--- config.mk ---
export PLATFORM = sky130hd
export DESIGN_NAME = memory_arbiter
export DESIGN_NICKNAME = d
export VERILOG_FILES = /design/src/rtl/memory_arbiter_pkg.sv /design/src/rtl/memory_arbiter_rr.sv /design/src/rtl/memory_arbiter.sv
export SDC_FILE = /design/constraint.sdc
export NUM_CORES = 1
export LEC_CHECK = 0
export CAP_MARGIN = 20
export CELL_PAD_IN_SITES_DETAIL_PLACEMENT = 0
export CELL_PAD_IN_SITES_GLOBAL_PLACEMENT = 1
export CORE_ASPECT_RATIO = 1.5
export CORE_MARGIN = 8
export CORE_UTILIZATION = 22
export DETAILED_ROUTE_END_ITERATION = 8
export HOLD_SLACK_MARGIN = 0.05
export PLACE_DENSITY = 0.93
export SLEW_MARGIN = 30
export SYNTH_ARGS = -nofsm -noshare
export SYNTH_HDL_FRONTEND = slang
export SYNTH_SLANG_ARGS = --single-unit
export TNS_END_PERCENT = 5
--- constraint.sdc ---
create_clock -name Clock -period 3.76 [get_ports Clock]
set_input_delay 0.376 -clock Clock [delete_from_list [all_inputs] [get_ports Clock]]
set_output_delay 0.376 -clock Clock [all_outputs]
set_load 0.005 [all_outputs]
--- src/rtl/memory_arbiter_pkg.sv ---
// Shared definitions for the two-port memory arbiter: FSM encoding,
// lock timeout and the word-index window of the 32-word data memory.
package memory_arbiter_pkg;

   localparam int ADDR_W = 32;
   localparam int DATA_W = 32;

   // Word index is address[WORD_IDX_HI:WORD_IDX_LO]; anything above is out of range.
   localparam int WORD_IDX_HI = 6;
   localparam int WORD_IDX_LO = 2;
   localparam int MEM_WORDS   = 1 << (WORD_IDX_HI - WORD_IDX_LO + 1);

   // Owner releases the lock after this many consecutive idle cycles.
   localparam int                 LOCK_TIMEOUT = 16;
   localparam int                 TMO_W        = 4;
   localparam logic [TMO_W-1:0]   TMO_LAST     = TMO_W'(LOCK_TIMEOUT - 1);

   typedef enum logic [1:0] {
      IDLE  = 2'd0,
      OWN_A = 2'd1,
      OWN_B = 2'd2
   } arb_state_e;

   typedef enum logic {
      PORT_A = 1'b0,
      PORT_B = 1'b1
   } port_e;

   function automatic logic addr_in_range(input logic [ADDR_W-1:0] addr);
      return addr[ADDR_W-1:WORD_IDX_HI+1] == '0;
   endfunction

endpackage

--- src/rtl/memory_arbiter_rr.sv ---
// Two-way pick between port A and port B. Ties go to the port that was not
// granted last (or always to A in fixed-priority mode).
module rr_arbiter2
   import memory_arbiter_pkg::*;
#(
   parameter bit FIXED_PRIORITY = 1'b0
) (
   input  logic clk_sys,
   input  logic rst_b,
   input  logic req_a,
   input  logic req_b,
   output logic gnt_a,
   output logic gnt_b
);

   port_e last_q;
   port_e last_d;

   // Pick a winner and remember who won for the next tie.
   always_comb begin
      gnt_a  = 1'b0;
      gnt_b  = 1'b0;
      last_d = last_q;
      if (req_a && req_b) begin
         if (FIXED_PRIORITY || (last_q == PORT_B)) begin
            gnt_a = 1'b1;
         end else begin
            gnt_b = 1'b1;
         end
      end else begin
         gnt_a = req_a;
         gnt_b = req_b;
      end
      if (gnt_a) begin
         last_d = PORT_A;
      end else if (gnt_b) begin
         last_d = PORT_B;
      end
   end

   // Last-grant register; reset to B so A wins the first tie.
   always_ff @(posedge clk_sys) begin
      if (!rst_b) begin
         last_q <= PORT_B;
      end else begin
         last_q <= last_d;
      end
   end

endmodule

--- src/rtl/memory_arbiter.sv ---
// Arbitrates two requesters (A = CPU, B = loader/debug) onto a single
// 32-word memory with optional locked (atomic) ownership.
//
//  state | meaning
//  ------+------------------------------------------------------------
//  IDLE  | no owner; grants chosen by rr_arbiter2
//  OWN_A | A holds the lock; only A may be granted, B waits
//  OWN_B | B holds the lock; only B may be granted, A waits
module memory_arbiter
   import memory_arbiter_pkg::*;
#(
   parameter bit FIXED_PRIORITY = 1'b0
) (
   input  logic              Clock,
   input  logic              ResetN,
   input  logic              ReqA,
   input  logic              ReqB,
   input  logic              WeA,
   input  logic              WeB,
   input  logic              LockA,
   input  logic              LockB,
   input  logic [ADDR_W-1:0] AddrA,
   input  logic [ADDR_W-1:0] AddrB,
   input  logic [DATA_W-1:0] WDataA,
   input  logic [DATA_W-1:0] WDataB,
   output logic              GntA,
   output logic              GntB,
   output logic              RValidA,
   output logic              RValidB,
   output logic [DATA_W-1:0] RDataA,
   output logic [DATA_W-1:0] RDataB,
   output logic              ErrA,
   output logic              ErrB,
   output logic [ADDR_W-1:0] MemAddress,
   output logic [DATA_W-1:0] MemDataIn,
   output logic              MemEnableWrite,
   input  logic [DATA_W-1:0] MemDataOut
);

   arb_state_e        state_q;
   arb_state_e        state_d;
   logic [TMO_W-1:0]  tmo_q;
   logic [TMO_W-1:0]  tmo_d;

   logic              elig_a;
   logic              elig_b;
   logic              gnt_a;
   logic              gnt_b;
   logic              in_range_a;
   logic              in_range_b;

   logic              rvalid_a_q, rvalid_a_d;
   logic              rvalid_b_q, rvalid_b_d;
   logic [DATA_W-1:0] rdata_a_q,  rdata_a_d;
   logic [DATA_W-1:0] rdata_b_q,  rdata_b_d;
   logic              err_a_q,    err_a_d;
   logic              err_b_q,    err_b_d;

   // A port may compete only when the other port does not own the memory;
   // nothing is eligible while reset is asserted.
   always_comb begin
      elig_a = ResetN && ReqA && (state_q != OWN_B);
      elig_b = ResetN && ReqB && (state_q != OWN_A);
   end

   rr_arbiter2 #(
      .FIXED_PRIORITY (FIXED_PRIORITY)
   ) u_rr (
      .clk_sys (Clock),
      .rst_b   (ResetN),
      .req_a   (elig_a),
      .req_b   (elig_b),
      .gnt_a   (gnt_a),
      .gnt_b   (gnt_b)
   );

   assign GntA = gnt_a;
   assign GntB = gnt_b;

   // Route the granted port onto the memory bus; out-of-range writes are dropped.
   always_comb begin
      in_range_a     = addr_in_range(AddrA);
      in_range_b     = addr_in_range(AddrB);
      MemAddress     = '0;
      MemDataIn      = '0;
      MemEnableWrite = 1'b0;
      if (gnt_a) begin
         MemAddress     = AddrA;
         MemDataIn      = WDataA;
         MemEnableWrite = WeA && in_range_a;
      end else if (gnt_b) begin
         MemAddress     = AddrB;
         MemDataIn      = WDataB;
         MemEnableWrite = WeB && in_range_b;
      end
   end

   // Ownership FSM and lock timeout (counts consecutive idle cycles of the owner).
   always_comb begin
      state_d = state_q;
      tmo_d   = tmo_q;
      case (state_q)
         IDLE: begin
            tmo_d = '0;
            if (gnt_a && LockA) begin
               state_d = OWN_A;
            end else if (gnt_b && LockB) begin
               state_d = OWN_B;
            end
         end
         OWN_A: begin
            if (gnt_a) begin
               tmo_d = '0;
               if (!LockA) begin
                  state_d = IDLE;
               end
            end else if (tmo_q == TMO_LAST) begin
               tmo_d   = '0;
               state_d = IDLE;
            end else begin
               tmo_d = tmo_q + 1'b1;
            end
         end
         OWN_B: begin
            if (gnt_b) begin
               tmo_d = '0;
               if (!LockB) begin
                  state_d = IDLE;
               end
            end else if (tmo_q == TMO_LAST) begin
               tmo_d   = '0;
               state_d = IDLE;
            end else begin
               tmo_d = tmo_q + 1'b1;
            end
         end
         default: begin
            state_d = IDLE;
            tmo_d   = '0;
         end
      endcase
   end

   // Response for a grant in this cycle; the memory read is combinational so
   // MemDataOut already reflects the granted address (and any prior write).
   always_comb begin
      rvalid_a_d = gnt_a;
      rvalid_b_d = gnt_b;
      rdata_a_d  = (gnt_a && !WeA && in_range_a) ? MemDataOut : '0;
      rdata_b_d  = (gnt_b && !WeB && in_range_b) ? MemDataOut : '0;
      err_a_d    = gnt_a && !in_range_a;
      err_b_d    = gnt_b && !in_range_b;
   end

   // State, timeout and response registers.
   always_ff @(posedge Clock) begin
      if (!ResetN) begin
         state_q    <= IDLE;
         tmo_q      <= '0;
         rvalid_a_q <= 1'b0;
         rvalid_b_q <= 1'b0;
         rdata_a_q  <= '0;
         rdata_b_q  <= '0;
         err_a_q    <= 1'b0;
         err_b_q    <= 1'b0;
      end else begin
         state_q    <= state_d;
         tmo_q      <= tmo_d;
         rvalid_a_q <= rvalid_a_d;
         rvalid_b_q <= rvalid_b_d;
         rdata_a_q  <= rdata_a_d;
         rdata_b_q  <= rdata_b_d;
         err_a_q    <= err_a_d;
         err_b_q    <= err_b_d;
      end
   end

   assign RValidA = rvalid_a_q;
   assign RValidB = rvalid_b_q;
   assign RDataA  = rdata_a_q;
   assign RDataB  = rdata_b_q;
   assign ErrA    = err_a_q;
   assign ErrB    = err_b_q;

endmodule

==> Changelog: implementation <==
## Implementation

- Status: finished clean
- Setup Slack @ Placement: 0.5102 ns
- Final Worst Setup Slack: 0.3390 ns
- Largest Pwr Group: clock
- Arrival time at the worst endpoint: 3.05 ns
- Cell area after placement: 6306 µm²
- Clock network latency to the later pin of the worst-skew pair: 0.32 ns
- Final routed wire length divided by cell count: 20.26 µm
- Gates resized, CTS repair: 0
- Type of the worst setup path: flop to output port
- Total gr overflow: 0
- Most common cell in the synthesized netlist: dfxtp_1
- Simple logic cell fraction of the synthesized area: 0.2313
- Sequential group share of total power: 0.345
- Top class by area: buffers
- Routing layer with the top usage in global route: met2
- Prevailing post-synth register cell: dfxtp_1
- Number of warning messages in the logs: 29
- Maximum count of clock buffers along a single path: 2
- Clock network contribution to total cell area: 0.05024
- Number of non-clock buffers in the layout: 307
- Main kind of combinational logic by area: simple AND/OR/NAND/NOR gates
- Library cell occupying the most area in the post-synthesis netlist: dfxtp_1
- GR Util met3: 0.1031
- Combinational power: 633 µW
- Flip-flop and latch power: 821 µW
- Area of the chip: 18,220 µm²
- Wire length on met3: 2238 µm
- Register area: 1501 µm²
- Path depth of the worst reg2reg path: 6
- Share of total power in the clock network: 0.389
- CP required: 3.38 ns
- RR Startpoint: state_q[0]$_SDFFE_PN0P_
- Cell types occupying the most area after synthesis: dfxtp_1 (48%), a22o_1 (18%), and2_2 (7.8%)
- Aoi share: 0.2168
- Synthesis-to-finish area growth: 114.6%
- Worst relative slew slack: 0.6739
- DR WL met2: 7906 µm
- Total number of yosys warnings: 0
- Number of antenna violations at the first check in global routing: 7
- First-pass DRT Iterations: 4
- Most frequent logic cell in the layout: clkdlybuf4s50_1
- Total inserted antenna cells: 4
- Post-synthesis instance area: 3099 µm²
- Maximum frequency from static timing analysis: 0.2923 GHz
- First-pass GRT wire length: 22,730 µm
- Reg-to-Reg End: RDataA[18]$_SDFF_PN0_
- Share of layout cells above drive strength 1: 0.1017
- Cell-by-cell trace of the critical path: inv_1 > ha_1 > or4b_4 > inv_2 > buf_12 > a22o_1 > clkdlybuf4s50_1
- Hold buffer count at cts: 0
- Maximum number of pins on one net before global-route repair: 66
- Internal: 1825 µW
- Clk_buf instances: 10
- Worst hold path startpoint: tmo_q[0]$_SDFF_PN0_
- Yosys synthesis chip area: 3099 µm²
- Commonest cells post-synth: dfxtp_1 (75), a22o_1 (64), and2_1 (32), and2_2 (32), nor4_1 (10)
- Top cell type's share of synthesized area: 0.4845
- Share of the final layout cell area in sequential cells: 0.2258
- Hold Path Class: flop to flop
- Level count of the clock H-tree: 3
- Final Hold Violating Endpoints: 0
- Floorplan utilization: 0.2226
- Filler instances: 1,290
- Power share of the combinational group: 0.266
- Total Routing Usage GR: 0.1645
- Final antenna-violating net count: 0
- Kind of start point of the critical path: flop
- Number of remaining DRC errors: 0
- Count of flip-flops with a built-in enable after synthesis: 0
- Clock root buffer: clkbuf_16
- Most frequent logic cells in the routed design: clkdlybuf4s50_1 (302), dfxtp_1 (75), a22o_1 (64)
- Cell Rows: 53
- Number of cells after detailed placement: 749
- Fin. max-slew vios: 0
- Setup-violating endpoint count in the final report: 0
- Multi-input logic cell count: 193
- Number of nets in the layout: 768
- Number of non-filler instances in the completed layout: 769
- Post-detailed-placement half-perimeter wirelength: 13,340 µm
- Flops out of synthesis: 75
- Fraction of synthesis flops using an asynchronous set or reset pin: 0
- Portion of the clock cycle consumed by the worst path in the final layout: 0.9099
- WHS Endpoint: tmo_q[0]$_SDFF_PN0_
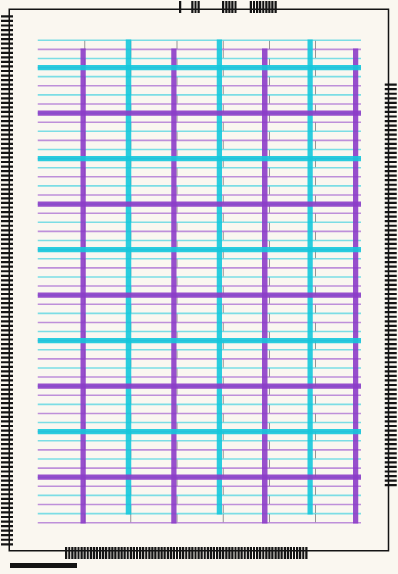
(PDN straps and rails)
Bar = 20 µm. Pins as bars on the die edge. Tap cells in gray.
Key: VDD = cyan; VSS = purple
The core has 53 rows. 303 signal pins sit on the boundary. 10 straps on met5.
horizontal die size: 112.9 µm
vertical extent of the die: 161.4 µm
area of the placeable core: 13,930 µm²
maximum VDD drop: 292.2 µV

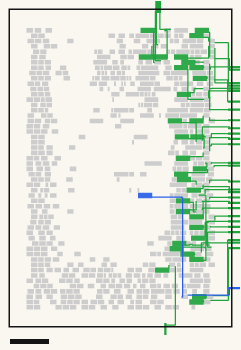
(I/O nets highlighted)
Bar = 20 µm.
Key: `ErrB` = blue [direction output, end cells 1, buffers 1, wire 92.5 µm]; `RDataA` = green [direction output, end cells 32, buffers 32, wire 883 µm]
total of buffers placed on input and output ports: 302
I/O pin count: 303

Power is estimated from default activity; no workload was simulated.
